===== src/rtl/vms_pkg.sv =====
// vms_pkg: shared types and constants for the vector memory sequencer.
//   vms_state_t   : sequencer FSM states (IDLE, XFER, DONE)
//   REGION_MSB/LSB: address bits used by the memory manager's bank select
//   PERIPH_REGION : bank-select code of the peripheral region
package vms_pkg;

    typedef enum logic [1:0] {
        IDLE = 2'd0,
        XFER = 2'd1,
        DONE = 2'd2
    } vms_state_t;

    localparam int unsigned REGION_MSB = 18;
    localparam int unsigned REGION_LSB = 16;
    localparam logic [2:0]  PERIPH_REGION = 3'b111;

endpackage


===== src/rtl/vms_addr_gen.sv =====
// vms_addr_gen: lane address accumulator; replaces base + idx*step with a
// running sum so no multiplier is needed.
// Ports:
//   clk, rst : clock, asynchronous active-high reset
//   load     : load the accumulator with base (command accepted)
//   advance  : add step to the accumulator (one lane transferred)
//   base     : lane 0 address
//   step     : byte distance between lanes
//   addr     : current lane address (registered, wraps mod 2^A)
module vms_addr_gen #(
    parameter int unsigned A = 32
) (
    input  logic         clk,
    input  logic         rst,
    input  logic         load,
    input  logic         advance,
    input  logic [A-1:0] base,
    input  logic [A-1:0] step,
    output logic [A-1:0] addr
);

    always_ff @(posedge clk or posedge rst) begin
        if (rst) begin
            addr <= '0;
        end else if (load) begin
            addr <= base;
        end else if (advance) begin
            addr <= addr + step;
        end
    end

endmodule


===== src/rtl/vector_mem_sequencer.sv =====
// vector_mem_sequencer: turns one vector load/store command into LANES
// sequential byte accesses on the data memory bus.
// Build option: VMS_STRIDE_EN enables the programmable lane stride; without
// it lanes are at consecutive bytes and stride_i is ignored.
// Ports:
//   CLK, RST     : clock, asynchronous active-high reset
//   start_i      : command strobe, sampled only in IDLE
//   is_store_i   : 1 = store, 0 = load (sampled with start_i)
//   base_addr_i  : lane 0 address
//   stride_i     : byte stride between lanes (VMS_STRIDE_EN only)
//   vec_data_i   : store vector, lane k at [k*L +: L]
//   vec_data_o   : load result, updated when a load completes
//   busy_o       : command in progress
//   done_o       : one-cycle completion pulse
//   mem_addr_o   : memory address (decoded from registered state)
//   mem_wdata_o  : memory write data (decoded from registered state)
//   mem_wren_o   : memory write enable (decoded from registered state)
//   mem_rdata_i  : memory read data, valid in the same cycle as the address
module vector_mem_sequencer
    import vms_pkg::*;
#(
    parameter int unsigned L     = 8,
    parameter int unsigned A     = 32,
    parameter int unsigned LANES = 8
) (
    input  logic               CLK,
    input  logic               RST,
    input  logic               start_i,
    input  logic               is_store_i,
    input  logic [A-1:0]       base_addr_i,
    input  logic [15:0]        stride_i,
    input  logic [LANES*L-1:0] vec_data_i,
    output logic [LANES*L-1:0] vec_data_o,
    output logic               busy_o,
    output logic               done_o,
    output logic [A-1:0]       mem_addr_o,
    output logic [L-1:0]       mem_wdata_o,
    output logic               mem_wren_o,
    input  logic [L-1:0]       mem_rdata_i
);

    localparam int unsigned IW = $clog2(LANES);
    localparam int unsigned VW = LANES * L;

    vms_state_t       state_q, state_d;
    logic [IW-1:0]    idx_q, idx_d;
    logic             store_q, store_d;
    logic [VW-1:0]    data_q, data_d;
    logic [VW-1:0]    vec_d;
    logic             busy_d, done_d;
    logic             accept;
    logic             in_xfer;
    logic [A-1:0]     step;
    logic [A-1:0]     lane_addr;

    assign accept  = (state_q == IDLE) && start_i;
    assign in_xfer = (state_q == XFER);

`ifdef VMS_STRIDE_EN
    logic [15:0] stride_q;

    // Stride is captured with the command like the other operands.
    always_ff @(posedge CLK or posedge RST) begin
        if (RST) begin
            stride_q <= '0;
        end else if (accept) begin
            stride_q <= stride_i;
        end
    end

    assign step = A'(stride_q);
`else
    logic unused_stride;

    assign unused_stride = ^stride_i;
    assign step          = A'(1);
`endif

    vms_addr_gen #(.A(A)) u_addr_gen (
        .clk     (CLK),
        .rst     (RST),
        .load    (accept),
        .advance (in_xfer),
        .base    (base_addr_i),
        .step    (step),
        .addr    (lane_addr)
    );

    // State and output registers.
    always_ff @(posedge CLK or posedge RST) begin
        if (RST) begin
            state_q    <= IDLE;
            idx_q      <= '0;
            store_q    <= 1'b0;
            data_q     <= '0;
            vec_data_o <= '0;
            busy_o     <= 1'b0;
            done_o     <= 1'b0;
        end else begin
            state_q    <= state_d;
            idx_q      <= idx_d;
            store_q    <= store_d;
            data_q     <= data_d;
            vec_data_o <= vec_d;
            busy_o     <= busy_d;
            done_o     <= done_d;
        end
    end

    // Next-state logic. data_q holds the store vector for stores and doubles
    // as the gather buffer for loads, so vec_data_o only changes when a load
    // has fully completed.
    always_comb begin
        state_d = state_q;
        idx_d   = idx_q;
        store_d = store_q;
        data_d  = data_q;
        vec_d   = vec_data_o;
        busy_d  = busy_o;
        done_d  = 1'b0;

        case (state_q)
            IDLE: begin
                if (start_i) begin
                    state_d = XFER;
                    idx_d   = '0;
                    store_d = is_store_i;
                    data_d  = vec_data_i;
                    busy_d  = 1'b1;
                end
            end
            XFER: begin
                if (!store_q) begin
                    data_d[idx_q*L +: L] = mem_rdata_i;
                end
                if (idx_q == IW'(LANES - 1)) begin
                    state_d = DONE;
                    done_d  = 1'b1;
                    if (!store_q) begin
                        vec_d = data_d;
                    end
                end else begin
                    idx_d = idx_q + IW'(1);
                end
            end
            DONE: begin
                state_d = IDLE;
                busy_d  = 1'b0;
            end
            default: begin
                state_d = IDLE;
                busy_d  = 1'b0;
            end
        endcase
    end

    // Bus outputs decode only registered signals; reset forces state to IDLE,
    // which drops the write enable without waiting for a clock edge.
    assign mem_wren_o  = in_xfer && store_q;
    assign mem_wdata_o = mem_wren_o ? data_q[idx_q*L +: L] : '0;
    assign mem_addr_o  = in_xfer ? lane_addr : '0;

endmodule


===== config.mk =====
export PLATFORM = sky130hd
export DESIGN_NAME = vector_mem_sequencer
export DESIGN_NICKNAME = d
export VERILOG_FILES = /design/src/rtl/vms_pkg.sv /design/src/rtl/vms_addr_gen.sv /design/src/rtl/vector_mem_sequencer.sv
export SDC_FILE = /design/constraint.sdc
export NUM_CORES = 1
export LEC_CHECK = 0
export CAP_MARGIN = 30
export CORE_ASPECT_RATIO = 2
export CORE_MARGIN = 2
export CORE_UTILIZATION = 37
export CTS_BUF_LIST = sky130_fd_sc_hd__clkbuf_4
export CTS_CLUSTER_SIZE = 14
export DETAILED_ROUTE_END_ITERATION = 10
export SYNTH_ARGS = -nofsm -noshare
export SYNTH_HDL_FRONTEND = slang
export SYNTH_HIERARCHICAL = 1
export SYNTH_SLANG_ARGS = --single-unit

===== constraint.sdc =====
create_clock -name CLK -period 6.8 [get_ports CLK]
set_clock_uncertainty 0.2 [all_clocks]
set_input_delay 1.36 -clock CLK [delete_from_list [all_inputs] [get_ports CLK]]
set_output_delay 1.36 -clock CLK [all_outputs]
set_load 0.02 [all_outputs]

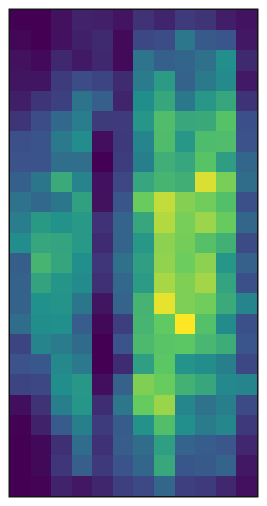
*Routed metal per tile*
Scale: 2 px per um. The die is cut into 12 by 24 equal tiles; dark purple is low, yellow is high, scaled to the fullest tile. Values are wire area over tile area, all layers added.
nearly empty tiles	4.2%
fullest tile	0.56
densest ninth of the die	right middle

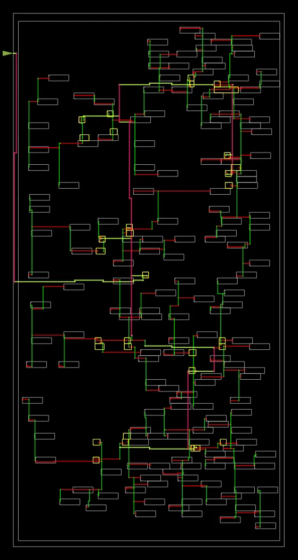
*Clock wiring as the flow saved it*
Layout clock buffers: 17
Power Clock: 621 uW
Flop Count: 168

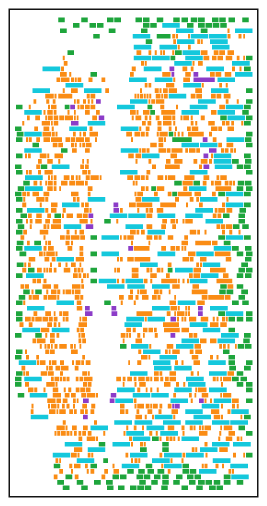
*Placed cells, one colour a class*
Scale: 2 px per um.
colour	class	cells
purple	clock drivers and dummy loads	32
orange	remaining logic cells	917
cyan	registers	168
green	remaining buffers and delay cells	226

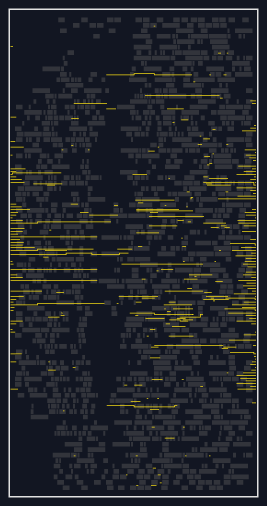
*Met3 routing*
Scale: 2 px per um.
main direction	horizontal
nets with wire on the layer	206
share of all routed wire	4.7%
routed wire length: 38.0 mm
met3 usage: 0.0425

==> run summary <==
Post-synth seq share = 0.398
Fill cells = 2760
DR WL met2 = 20.4 mm
Hold wc startpoint = busy_o$_DFFE_PP0P_
Starting density of the core = 0.375
Slowest-stage cell, CP = dfrtp_1
Hold-fix buffers at CTS = 0
Final worst slack = 1.17 ns
Die Ht = 243 um
Synth unique cells = 79
Worst reg2reg path startpoint = state_q[0]$_DFFE_PP0P_
Finished Layout Cells = 1700
Count of input and output buffers = 214
H-tree Lvls = 4
Final setup viols = 0
Sequential power share = 0.285
First-pass detailed-route iteration total = 5
Max-cap viol count = 0
Met3 WL = 1.79 mm
Latency at later pin = 0.63 ns
Flop-to-flop setup slack = 3.07 ns
Flip-flops with a built-in enable = 0
First-pass GRT wire length = 56.2 mm
Outcome = complete, no violations
NetSw = 3260 uW
Top-count cell post-synth = dfrtp_1
Core area = 28200 sq um
Sw Share = 0.478
Part of the power in combinational logic = 0.624
Clock share of power = 0.091
Global Route Usage Sum = 0.256
Num CTS Buffers = 17
Tool warnings = 46
Yosys warnings = 6
Final period util = 0.828
per-stage QoR:
stage | hold slack [ns] | area (sq um) | power (uW) | util
after floorplan | 0.280 | 10700 | 4660 | -
after global placement | 0.282 | 13000 | 6090 | 0.462
after detailed placement | 0.289 | 13100 | 6160 | 0.463
after CTS | 0.328 | 13300 | 6800 | 0.473
after global routing | 0.345 | 13300 | 7280 | 0.473
final | 0.320 | 13300 | 6810 | 0.473
kinds of logic (layout without fill, tap and decap cells):
logic type	after synthesis	in the layout	synth area share
other	2	37	0.000711
flip-flops	168	168	0.398
AND/OR/NAND/NOR	371	371	0.176
AND-OR/OR-AND	339	339	0.217
multiplexers	93	93	0.107
adder cells (fa/ha/maj)	37	37	0.0445
XOR/XNOR	16	16	0.0133
buffers and inverters	93	283	0.0429
registers in the layout, indices dropped and copies added (netlist names):
register,cells
busy_o,1
data_q,64
done_o,1
idx_q,3
state_q,2
store_q,1
u_addr_gen/addr,32
vec_data_o,64
cell type report:
class,count,area (sq um),area share
Multi-Input combinational cell,892,6040,0.453
Sequential cell,168,4200,0.315
Tap cell,356,445,0.0334
Timing Repair Buffer,226,2270,0.170
Clock inverter,15,153,0.0114
Antenna cell,1,2.50,0.000188
Inverter,25,98.8,0.00741
Clock buffer,17,128,0.00957
metal layers:
| metal | up-vias | GRT usage |
|---|---|---|
| li1 | 4475 | - |
| met1 | 4540 | 0.255 |
| met2 | 340 | 0.466 |
| met3 | 96 | 0.0425 |
| met4 | 0 | 0.180 |
| met5 | - | 0 |
cells in the final DEF, fill, tap and decap left out, types with 5 or more instances in the layout:
cell,n
clkbuf_4,17
nor2_1,125
mux2i_1,77
o221a_2,11
a21oi_1,116
conb_1,36
nand2_1,84
ha_1,36
clkdlybuf4s50_1,214
dfrtp_1,168
inv_6,6
nand3_1,14
o21ai_0,24
nor3_1,23
a211oi_1,22
o21ai_1,18
buf_4,9
a22o_1,8
a31oi_1,8
a31o_2,6
o221ai_1,6
a22oi_1,9
xor2_1,7
nor2b_1,22
o22ai_2,8
nand4_1,5
o211ai_1,8
and3_1,9
o22a_1,11
xnor2_1,9
inv_1,22
o22ai_1,20
or3_1,9
mux4_2,16
o21a_1,15
and2_1,49
a21o_1,24
worst max-delay path by stage:
stage / slack [ns] / to / from / depth (start not counted)
finish: 1.17 / mem_wdata_o[6] / state_q[0]$_DFFE_PP0P_ / 6
global route: 0.90 / mem_wdata_o[6] / state_q[0]$_DFFE_PP0P_ / 6
CTS: 1.14 / mem_wdata_o[5] / state_q[0]$_DFFE_PP0P_ / 6
detailed placement: 1.89 / mem_wdata_o[5] / state_q[0]$_DFFE_PP0P_ / 6
global placement: 1.91 / mem_wdata_o[6] / state_q[0]$_DFFE_PP0P_ / 6
floorplan: 1.60 / busy_o$_DFFE_PP0P_ / RST / 1
power groups by stage:
stage | Combinational (uW) | Clock [uW] | Sequential, uW
2_1_floorplan | 2730 | 0 | 1930
3_3_place_gp | 4120 | 0 | 1970
3_5_place_dp | 4190 | 0 | 1970
4_1_cts | 4210 | 645 | 1940
5_1_grt | 4610 | 677 | 1990
6_report | 4250 | 621 | 1940
Power and IR drop assume default switching activity.
